$ cat config.mk
export PLATFORM = sky130hd
export DESIGN_NAME = fp16_add_aligner_flat
export DESIGN_NICKNAME = d
export VERILOG_FILES = /design/src/rtl/fp16_pkg.sv /design/src/rtl/fp16_add_aligner_if.sv /design/src/rtl/fp16_unpack.sv /design/src/rtl/fp16_add_aligner.sv /design/src/flat_wrapper.sv
export SDC_FILE = /design/constraint.sdc
export NUM_CORES = 1
export LEC_CHECK = 0
export CORE_ASPECT_RATIO = 0.9
export CORE_UTILIZATION = 49
export CTS_CLUSTER_DIAMETER = 100
export CTS_CLUSTER_SIZE = 14
export DETAILED_ROUTE_END_ITERATION = 7
export GPL_ROUTABILITY_DRIVEN = 0
export HOLD_SLACK_MARGIN = 0.15
export PLACE_DENSITY = 0.77
export SYNTH_ARGS = -nofsm -noshare
export SYNTH_HDL_FRONTEND = slang
export SYNTH_HIERARCHICAL = 1
export SYNTH_SLANG_ARGS = --single-unit
$ cat constraint.sdc
create_clock -name clk -period 6.1 [get_ports clk]
set_input_delay 1.525 -clock clk [delete_from_list [all_inputs] [get_ports clk]]
set_output_delay 1.525 -clock clk [all_outputs]
set_load 0.05 [all_outputs]
$ cat src/rtl/fp16_pkg.sv
// Shared widths and FSM state encoding for the FP16 add/sub alignment stage.
package fp16_pkg;

    localparam int unsigned FP_W      = 16;
    localparam int unsigned EXP_W     = 5;
    localparam int unsigned FRAC_W    = 10;
    localparam int unsigned MANT_W    = 11;
    localparam int unsigned ALIGN_SAT = 11;

    typedef enum logic [1:0] {
        IDLE,
        ALIGN,
        DONE
    } state_t;

endpackage

$ cat src/rtl/fp16_add_aligner_if.sv
// Operand/result handshake bundle for fp16_add_aligner.
// The sticky signal exists only when FP16_ALIGN_STICKY_EN is defined.
interface fp16_add_aligner_if;
    import fp16_pkg::*;

    logic              in_valid;
    logic              in_ready;
    logic [FP_W-1:0]   op_a;
    logic [FP_W-1:0]   op_b;
    logic              op_sub;
    logic              out_valid;
    logic              out_ready;
    logic              sign;
    logic [EXP_W-1:0]  exponent;
    logic [MANT_W-1:0] mant_big;
    logic [MANT_W-1:0] mant_small;
    logic              if_sub;
`ifdef FP16_ALIGN_STICKY_EN
    logic              sticky;
`endif

    modport slave (
        input  in_valid, op_a, op_b, op_sub, out_ready,
        output in_ready, out_valid, sign, exponent, mant_big, mant_small, if_sub
`ifdef FP16_ALIGN_STICKY_EN
        , output sticky
`endif
    );

    modport master (
        output in_valid, op_a, op_b, op_sub, out_ready,
        input  in_ready, out_valid, sign, exponent, mant_big, mant_small, if_sub
`ifdef FP16_ALIGN_STICKY_EN
        , input sticky
`endif
    );

endinterface

$ cat src/rtl/fp16_unpack.sv
// Splits an FP16 word into sign, effective exponent and 11-bit mantissa with hidden bit.
module fp16_unpack
    import fp16_pkg::*;
(
    input  logic [FP_W-1:0]   word,
    output logic              sign,
    output logic [EXP_W-1:0]  exp_eff,
    output logic [MANT_W-1:0] mant
);

    logic [EXP_W-1:0] exp_raw;
    logic             hidden;

    // Denormals share exponent 1 with the smallest normals.
    assign exp_raw = word[FP_W-2 -: EXP_W];
    assign hidden  = |exp_raw;
    assign exp_eff = hidden ? exp_raw : EXP_W'(1);
    assign mant    = {hidden, word[FRAC_W-1:0]};
    assign sign    = word[FP_W-1];

endmodule

$ cat src/rtl/fp16_add_aligner.sv
// FP16 pre-adder alignment: orders operands by magnitude and serially right-shifts
// the smaller mantissa. Optional sticky output under FP16_ALIGN_STICKY_EN.
module fp16_add_aligner
    import fp16_pkg::*;
#(
    parameter int unsigned SHIFT_STEP = 4
) (
    input logic               clk,
    input logic               rst,
    fp16_add_aligner_if.slave bus
);

    logic              sign_a, sign_b, sign_b_eff;
    logic [EXP_W-1:0]  exp_a, exp_b;
    logic [MANT_W-1:0] mant_a, mant_b;

    fp16_unpack u_unpack_a (.word(bus.op_a), .sign(sign_a), .exp_eff(exp_a), .mant(mant_a));
    fp16_unpack u_unpack_b (.word(bus.op_b), .sign(sign_b), .exp_eff(exp_b), .mant(mant_b));

    logic              a_big;
    logic              big_sign;
    logic [EXP_W-1:0]  big_exp, small_exp, diff;
    logic [MANT_W-1:0] big_mant, small_mant;

    // Magnitude order on {exp, frac}; ties keep A as the big operand.
    assign sign_b_eff = sign_b ^ bus.op_sub;
    assign a_big      = bus.op_a[FP_W-2:0] >= bus.op_b[FP_W-2:0];
    assign big_sign   = a_big ? sign_a : sign_b_eff;
    assign big_exp    = a_big ? exp_a  : exp_b;
    assign small_exp  = a_big ? exp_b  : exp_a;
    assign big_mant   = a_big ? mant_a : mant_b;
    assign small_mant = a_big ? mant_b : mant_a;
    assign diff       = big_exp - small_exp;

    state_t            state;
    logic [EXP_W-1:0]  remaining;
    logic [EXP_W-1:0]  step;
    logic              out_valid_q, sign_q, if_sub_q;
    logic [EXP_W-1:0]  exp_q;
    logic [MANT_W-1:0] mant_big_q, mant_small_q;

    assign step = (remaining < EXP_W'(SHIFT_STEP)) ? remaining : EXP_W'(SHIFT_STEP);

`ifdef FP16_ALIGN_STICKY_EN
    logic sticky_q;
    logic dropped;
    assign dropped = |(mant_small_q & ~(MANT_W'('1) << step));
`endif

    always_ff @(posedge clk) begin
        if (rst) begin
            state        <= IDLE;
            remaining    <= '0;
            out_valid_q  <= 1'b0;
            sign_q       <= 1'b0;
            if_sub_q     <= 1'b0;
            exp_q        <= '0;
            mant_big_q   <= '0;
            mant_small_q <= '0;
`ifdef FP16_ALIGN_STICKY_EN
            sticky_q     <= 1'b0;
`endif
        end else begin
            case (state)
                IDLE: begin
                    if (bus.in_valid) begin
                        sign_q     <= big_sign;
                        if_sub_q   <= sign_a ^ sign_b_eff;
                        exp_q      <= big_exp;
                        mant_big_q <= big_mant;
`ifdef FP16_ALIGN_STICKY_EN
                        sticky_q   <= 1'b0;
`endif
                        if (diff == '0) begin
                            mant_small_q <= small_mant;
                            state        <= DONE;
                        end else if (diff >= EXP_W'(ALIGN_SAT)) begin
                            // Shift would clear every bit: saturate in one step.
                            mant_small_q <= '0;
`ifdef FP16_ALIGN_STICKY_EN
                            sticky_q     <= |small_mant;
`endif
                            state        <= DONE;
                        end else begin
                            mant_small_q <= small_mant;
                            remaining    <= diff;
                            state        <= ALIGN;
                        end
                    end
                end
                ALIGN: begin
                    mant_small_q <= mant_small_q >> step;
`ifdef FP16_ALIGN_STICKY_EN
                    sticky_q     <= sticky_q | dropped;
`endif
                    remaining    <= remaining - step;
                    if (remaining == step) state <= DONE;
                end
                DONE: begin
                    // out_valid lags entry into DONE by one cycle.
                    if (out_valid_q && bus.out_ready) begin
                        out_valid_q <= 1'b0;
                        state       <= IDLE;
                    end else begin
                        out_valid_q <= 1'b1;
                    end
                end
                default: state <= IDLE;
            endcase
        end
    end

    assign bus.in_ready   = (state == IDLE) && !rst;
    assign bus.out_valid  = out_valid_q;
    assign bus.sign       = sign_q;
    assign bus.exponent   = exp_q;
    assign bus.mant_big   = mant_big_q;
    assign bus.mant_small = mant_small_q;
    assign bus.if_sub     = if_sub_q;
`ifdef FP16_ALIGN_STICKY_EN
    assign bus.sticky     = sticky_q;
`endif

endmodule

$ cat src/flat_wrapper.sv
// flat-port wrapper written by rule: the top's interface ports become plain ports
module fp16_add_aligner_flat import fp16_pkg::*;
#(
    parameter int unsigned SHIFT_STEP = 4
)
  (clk, rst, bus_in_valid, bus_op_a, bus_op_b, bus_op_sub, bus_out_ready, bus_in_ready, bus_out_valid, bus_sign, bus_exponent, bus_mant_big, bus_mant_small, bus_if_sub);
  fp16_add_aligner_if bus_i ();
  input logic clk;
  input logic rst;
  input wire logic [$bits(bus_i.in_valid)-1:0] bus_in_valid;
  input wire logic [$bits(bus_i.op_a)-1:0] bus_op_a;
  input wire logic [$bits(bus_i.op_b)-1:0] bus_op_b;
  input wire logic [$bits(bus_i.op_sub)-1:0] bus_op_sub;
  input wire logic [$bits(bus_i.out_ready)-1:0] bus_out_ready;
  output wire logic [$bits(bus_i.in_ready)-1:0] bus_in_ready;
  output wire logic [$bits(bus_i.out_valid)-1:0] bus_out_valid;
  output wire logic [$bits(bus_i.sign)-1:0] bus_sign;
  output wire logic [$bits(bus_i.exponent)-1:0] bus_exponent;
  output wire logic [$bits(bus_i.mant_big)-1:0] bus_mant_big;
  output wire logic [$bits(bus_i.mant_small)-1:0] bus_mant_small;
  output wire logic [$bits(bus_i.if_sub)-1:0] bus_if_sub;
  assign bus_i.in_valid = bus_in_valid;
  assign bus_i.op_a = bus_op_a;
  assign bus_i.op_b = bus_op_b;
  assign bus_i.op_sub = bus_op_sub;
  assign bus_i.out_ready = bus_out_ready;
  assign bus_in_ready = bus_i.in_ready;
  assign bus_out_valid = bus_i.out_valid;
  assign bus_sign = bus_i.sign;
  assign bus_exponent = bus_i.exponent;
  assign bus_mant_big = bus_i.mant_big;
  assign bus_mant_small = bus_i.mant_small;
  assign bus_if_sub = bus_i.if_sub;
  fp16_add_aligner #(.SHIFT_STEP(SHIFT_STEP)) u_core (.clk(clk), .rst(rst), .bus(bus_i));
endmodule
### Signal wires by layer, run 1

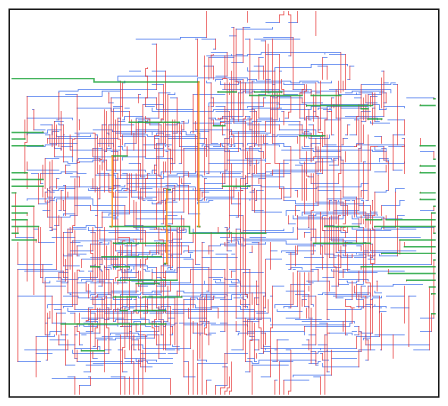
[met3] green | wire length: 405 um
[met1] blue | wire length: 3560 um
[met2] red | wire length: 3750 um
[met4] orange | wire length: 58.5 um
number of vias after detailed routing: 2989
average wire length per cell after detail routing: 14.9 um
global-route usage over all layers: 23.5%

### Cell outlines without signal wires, run 1

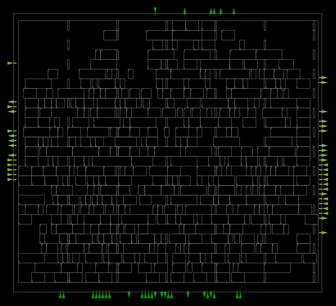
floorplan row count: 27
floorplan core area: 6180 um2
flip-flop and latch count: 37
number of standard cells in the layout, taps in and fillers out: 523
flop share of the area: 19.5%

==> results_dict.tcl, run 1 <==
# yosys + openroad results
set metrics [dict create \
    result_of_the_run "finished clean" \
    power_density_nw_per_um2 278 \
    endpoint_worst_hold "u_core/bus.if_sub" \
    cap_viol_max_count 0 \
    fin_crit_sh_pct 84.6 \
    post_synth_fa_ha_maj_area_fraction_pct 7.13 \
    int_power_uw 611 \
    share_of_layout_cells_above_drive_strength_1_pct 8.72 \
    worst_hold_path_type "reg2reg" \
    antennaDiodeCount 0 \
    area_growth_syn_to_layout_pct 20.2 \
    worstPathRequired_ps 6310 \
    cp-startpoint "bus_op_b[14]" \
    firstDrtPassIters 4 \
    synthAoiAreaFrac_pct 22.8 \
    synthesis.area_um2 3160 \
    top_area_share_pct 23.5 \
    worst_slew_pin_slew_ps 671 \
    ff2ff_setup_slack_ps 3810 \
    drt.antenna.violating_nets 0 \
    synth_xor_xnor_area_share_pct 2.46 \
    warning_count 28 \
    max_freq_mhz 194 \
    critPathArrivalTime_ps 5370 \
    place_hpwl_um 5690 \
    instance_tally_after_logic_synthesis 411 \
    regArea_um2 741 \
    cell_depth_of_the_worst_hold_path 2 \
    unrepaired_setup_endpoints_after_global_routing "no" \
    timing.rr.end "u_core/bus.mant_small[5]" \
    powerComb_uw 510 \
    cts_made_buffers 5 \
    number_of_global_route_vias_before_repair 2656 \
    report.final.setup_viol 0 \
    enable_flop_cells 0 \
    startpoint_type "input pin" \
    first_pass_grt_wire_length_um 12600 \
    cts-root-buf "sky130_fd_sc_hd__clkbuf_8" \
    floorplan.core_util_pct 51.1 \
    final_layout_top_logic_cells "69 x sky130_fd_sc_hd__nand2_1, 67 x sky130_fd_sc_hd__clkdlybuf4s50_1, 43 x sky130_fd_sc_hd__nor2_1" \
    netSwitchingPower_uw 444 \
    worst_skew_pair_latency_ps 290 \
    report.final.slew_viol_count 0 \
    ys_dominant_reg_cell "sky130_fd_sc_hd__dfxtp_1" \
    ys_seq_share_pct 23.5 \
    async_flop_share_pct 0 \
    post-route-min-period_ps 5160 \
    pwr-share-clk_pct 21.2 \
    postRouteWirelength_um 7770 \
    fin_setup_tns_ps 0 \
    post-cts-setup-buffers 0 \
    post_cts_resize_count 0 \
    timing.critical_path.fanout_max 22 \
    slew_headroom_pct 55.2 \
    logic_area_um2 2020 \
    finish.net_count 490 \
    mux_area_share_pct 8.40 \
    ioPinCount 68 \
    top_logic_kind "simple AND/OR/NAND/NOR gates" \
    top_area_cell "sky130_fd_sc_hd__dfxtp_1" \
    critical-path-max-stage-delay_ps 560 \
    drt_drc_violations_left 0 \
    worst_clock_skew_ps 5.86 \
    worst_path_most_repeated_cell "sky130_fd_sc_hd__buf_4" \
    finalHoldViolCount 0 \
    final_layout_top_logic_cell "sky130_fd_sc_hd__nand2_1" \
    yosys-top-cells-count "69 x sky130_fd_sc_hd__nand2_1, 43 x sky130_fd_sc_hd__nor2_1, 37 x sky130_fd_sc_hd__dfxtp_1" \
    worst_setup_path_endpoint "u_core/state[0]" \
]
### Signal wires on met3, run 1

Bar = 20 um.
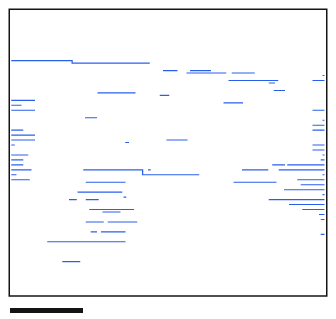
share of all routed wire: 5.2%
wire length on this layer: 405 um
longest straight run: 21.2 um

==> run 1: flip-flops by register name, indices dropped and copies added (netlist names) <==
name and count:
u_core/bus.mant_big 11, u_core/bus.mant_small 11, u_core/bus.sign 1, u_core/bus.exponent 5, u_core/bus.if_sub 1, u_core/remaining 5, u_core/bus.out_valid 1, u_core/state 2
==> run 1: layer usage <==
metal | wire [um] | global-route usage (%) | part of all wire (%) | up-vias
li1 | - | - | - | 1475
met1 | 3560 | 30.7 | 46 | 1413
met2 | 3750 | 40.0 | 48 | 95
met3 | 404 | 3.68 | 5.2 | 6
met4 | 58 | 6.50 | 0.75 | 0
met5 | 0 | 0 | 0 | -
==> run 1: stage by stage <==
| stage | utilization (%) | area (um2) | power, mW | hold WS [ps] | worst slack (ps) |
|---|---|---|---|---|---|
| 2_1_floorplan | - | 3160 | 0.694 | 477 | 1260 |
| 5_1_grt | 61.4 | 3790 | 1.11 | 495 | 654 |
| 3_3_place_gp | 59.5 | 3680 | 0.823 | 446 | 898 |
| 3_5_place_dp | 59.5 | 3680 | 0.832 | 454 | 699 |
| 6_report | 61.4 | 3790 | 1.05 | 471 | 941 |
| 4_1_cts | 61.4 | 3790 | 1.06 | 470 | 971 |
==> run 1: worst max-delay path: cells and delay by family <==
| family | cells | cell delay [ps] |
|---|---|---|
| buffers and inverters | 4 | 1150 |
| and+or+nand+nor | 3 | 1110 |
| AOI/OAI and AO/OA | 3 | 660 |
| muxes | 1 | 350 |
| adders and majority gates | 1 | 310 |
| xor gates and xnor gates | 1 | 250 |
==> run 1: final cells by class <==
cell class	instances	area share [%]
timing repair buffer	74	19.1
tap	87	2.87
sequential	37	19.5
clock inverter	1	0.791
clock buffer	7	2.27
inverter	22	2.18
multi-input combinational	295	53.3
### Layout detail, run 1

Region (23, 3) to (63, 43) um. Cells in gray, sequential cells in the stronger gray; small squares are vias.
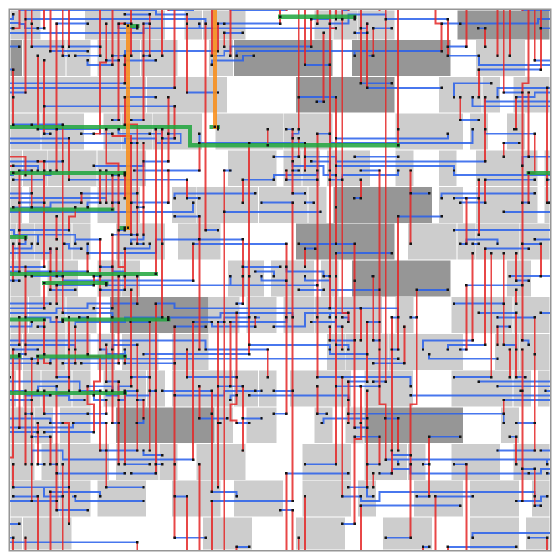

==> inputs of run 2 (changes only) <==
==> constraint.sdc (replaced) <==
create_clock -name clk -period 5 [get_ports clk]
set_input_delay 1.25 -clock clk [delete_from_list [all_inputs] [get_ports clk]]
set_output_delay 1.25 -clock clk [all_outputs]
set_load 0.05 [all_outputs]
### Layout detail, run 2

Region (23, 3) to (63, 43) um. Cells in gray, sequential cells in the stronger gray; small squares are vias.
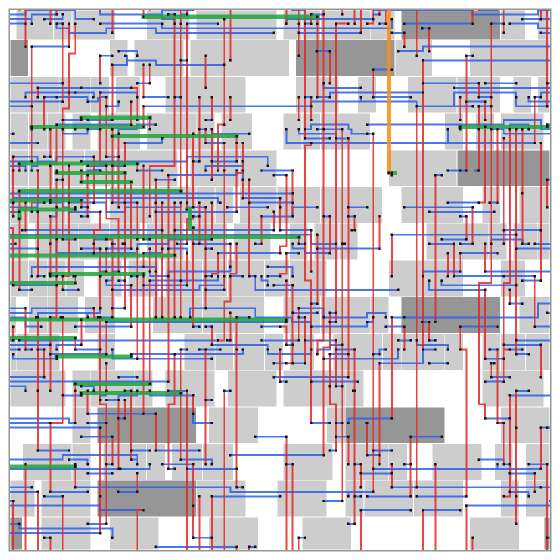
[met4] orange
[met2] red
[met3] green
[met1] blue
netlist names of flops here include: u_core/bus.mant_big (4), u_core/bus.exponent (2)
sequential cells in the window: 7
most frequent: nand2_1 (26), clkdlybuf4s50_1 (18), nor2_1 (12)
cells with their middle in the window: 151

### Cell outlines without signal wires, run 2

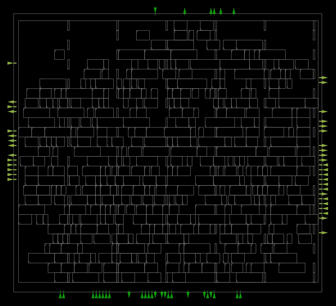
num tapcells: 87
final core utilization: 62.2%
flop share of the area: 19.3%
number of standard cells in the layout, taps in and fillers out: 526
total of fill cells in the finished design: 553

==> results_dict.tcl, run 2 <==
# yosys + openroad results
set metrics [dict create \
    placement_rows 27 \
    critPathArrivalTime_ps 4760 \
    worst_hold_path_type "reg2reg" \
    synthesis.area_um2 3160 \
    top_area_cell "sky130_fd_sc_hd__dfxtp_1" \
    report.final.slew_viol_count 0 \
    unrepaired_setup_endpoints_after_global_routing "no" \
    worst_skew_pair_latency_ps 300 \
    worstPathRequired_ps 5220 \
    timing.critical_path.fanout_max 22 \
    grt_util_met3_pct 3.79 \
    drt.antenna.violating_nets 0 \
    pre_cts_ws_ps 161 \
    endpoint_worst_hold "u_core/bus.if_sub" \
    global_route.usage.met1_pct 31.3 \
    warning_count 28 \
    post-route-min-period_ps 4540 \
    post-cts-setup-buffers 0 \
    met1_length_um 3540 \
    int_power_uw 756 \
    timing.critical_path.max_delay_family "AND-OR/OR-AND gates" \
    result_of_the_run "finished clean" \
    routing_layer_with_the_top_usage_in_global_route "met2" \
    detail_route.wl_per_cell_um 14.9 \
    fin_ws_ps 465 \
    finalHoldViolCount 0 \
    logic_area_um2 2020 \
    cell_depth_of_the_worst_hold_path 2 \
    number_of_global_route_vias_before_repair 2803 \
    max_freq_mhz 220 \
    instance_tally_after_logic_synthesis 411 \
    worst_slew_pin_slew_ps 655 \
    power_density_nw_per_um2 340 \
    post_cts_resize_count 0 \
    first_pass_grt_wire_length_um 13000 \
    final_layout_top_logic_cells "69 x sky130_fd_sc_hd__nand2_1, 66 x sky130_fd_sc_hd__clkdlybuf4s50_1, 43 x sky130_fd_sc_hd__nor2_1" \
]
run 2: how the worst max path moves through the flow:
stage | start | end | slack [ps] | cells after the start
CTS | bus_op_b[6] | u_core/state[0] | 460 | 16
global route | bus_op_b[6] | u_core/state[0] | 130 | 16
detailed placement | bus_op_b[6] | u_core/state[0] | 160 | 16
global placement | bus_op_b[8] | u_core/state[0] | 190 | 14
finish | bus_op_a[0] | u_core/state[0] | 460 | 16
floorplan | bus_op_b[10] | u_core/bus.mant_small[0] | 430 | 18
run 2: area by class of cell:
| class | instances | area share, % |
|---|---|---|
| multi-input cells | 295 | 52.6 |
| repair buffers | 77 | 20.0 |
| flip-flops and latches | 37 | 19.3 |
| well taps | 87 | 2.83 |
| clock buffers | 6 | 2.15 |
| inverters | 22 | 2.15 |
| clock inverters | 2 | 0.977 |
run 2: worst min-delay path, delay by kind of cell (launching register included):
family / cells / cell delay (ps)
simple gates: 1 / 50
flops: 1 / 320
compound gates: 1 / 50
run 2: kinds of logic (layout without fill, tap and decap cells):
family	after synthesis	count (layout)	synth area share (%)
AND/OR/NAND/NOR	155	155	23.0
AND-OR/OR-AND	92	92	22.8
buffers and inverters	79	107	12.6
flip-flops	37	37	23.5
multiplexers	20	20	8.40
adder cells (fa/ha/maj)	18	18	7.13
XOR/XNOR	8	8	2.46
other	2	2	0.238
run 2: power groups by stage:
stage	clock network (mW)	registers (mW)	logic (mW)
2_1_floorplan	0	0.515	0.332
3_3_place_gp	0	0.395	0.624
3_5_place_dp	0	0.397	0.631
4_1_cts	0.286	0.390	0.634
5_1_grt	0.296	0.399	0.683
6_report	0.281	0.390	0.637
run 2: stage by stage:
stage                     area (um2)  instances  hold slack, ps
after floorplan                 3160        411             477
after global placement          3720        518             446
after detailed placement        3720        518             456
after CTS                       3840        526             470
after global routing            3840        526             499
final                           3840        526             466
Power is estimated from default activity; no workload was simulated.
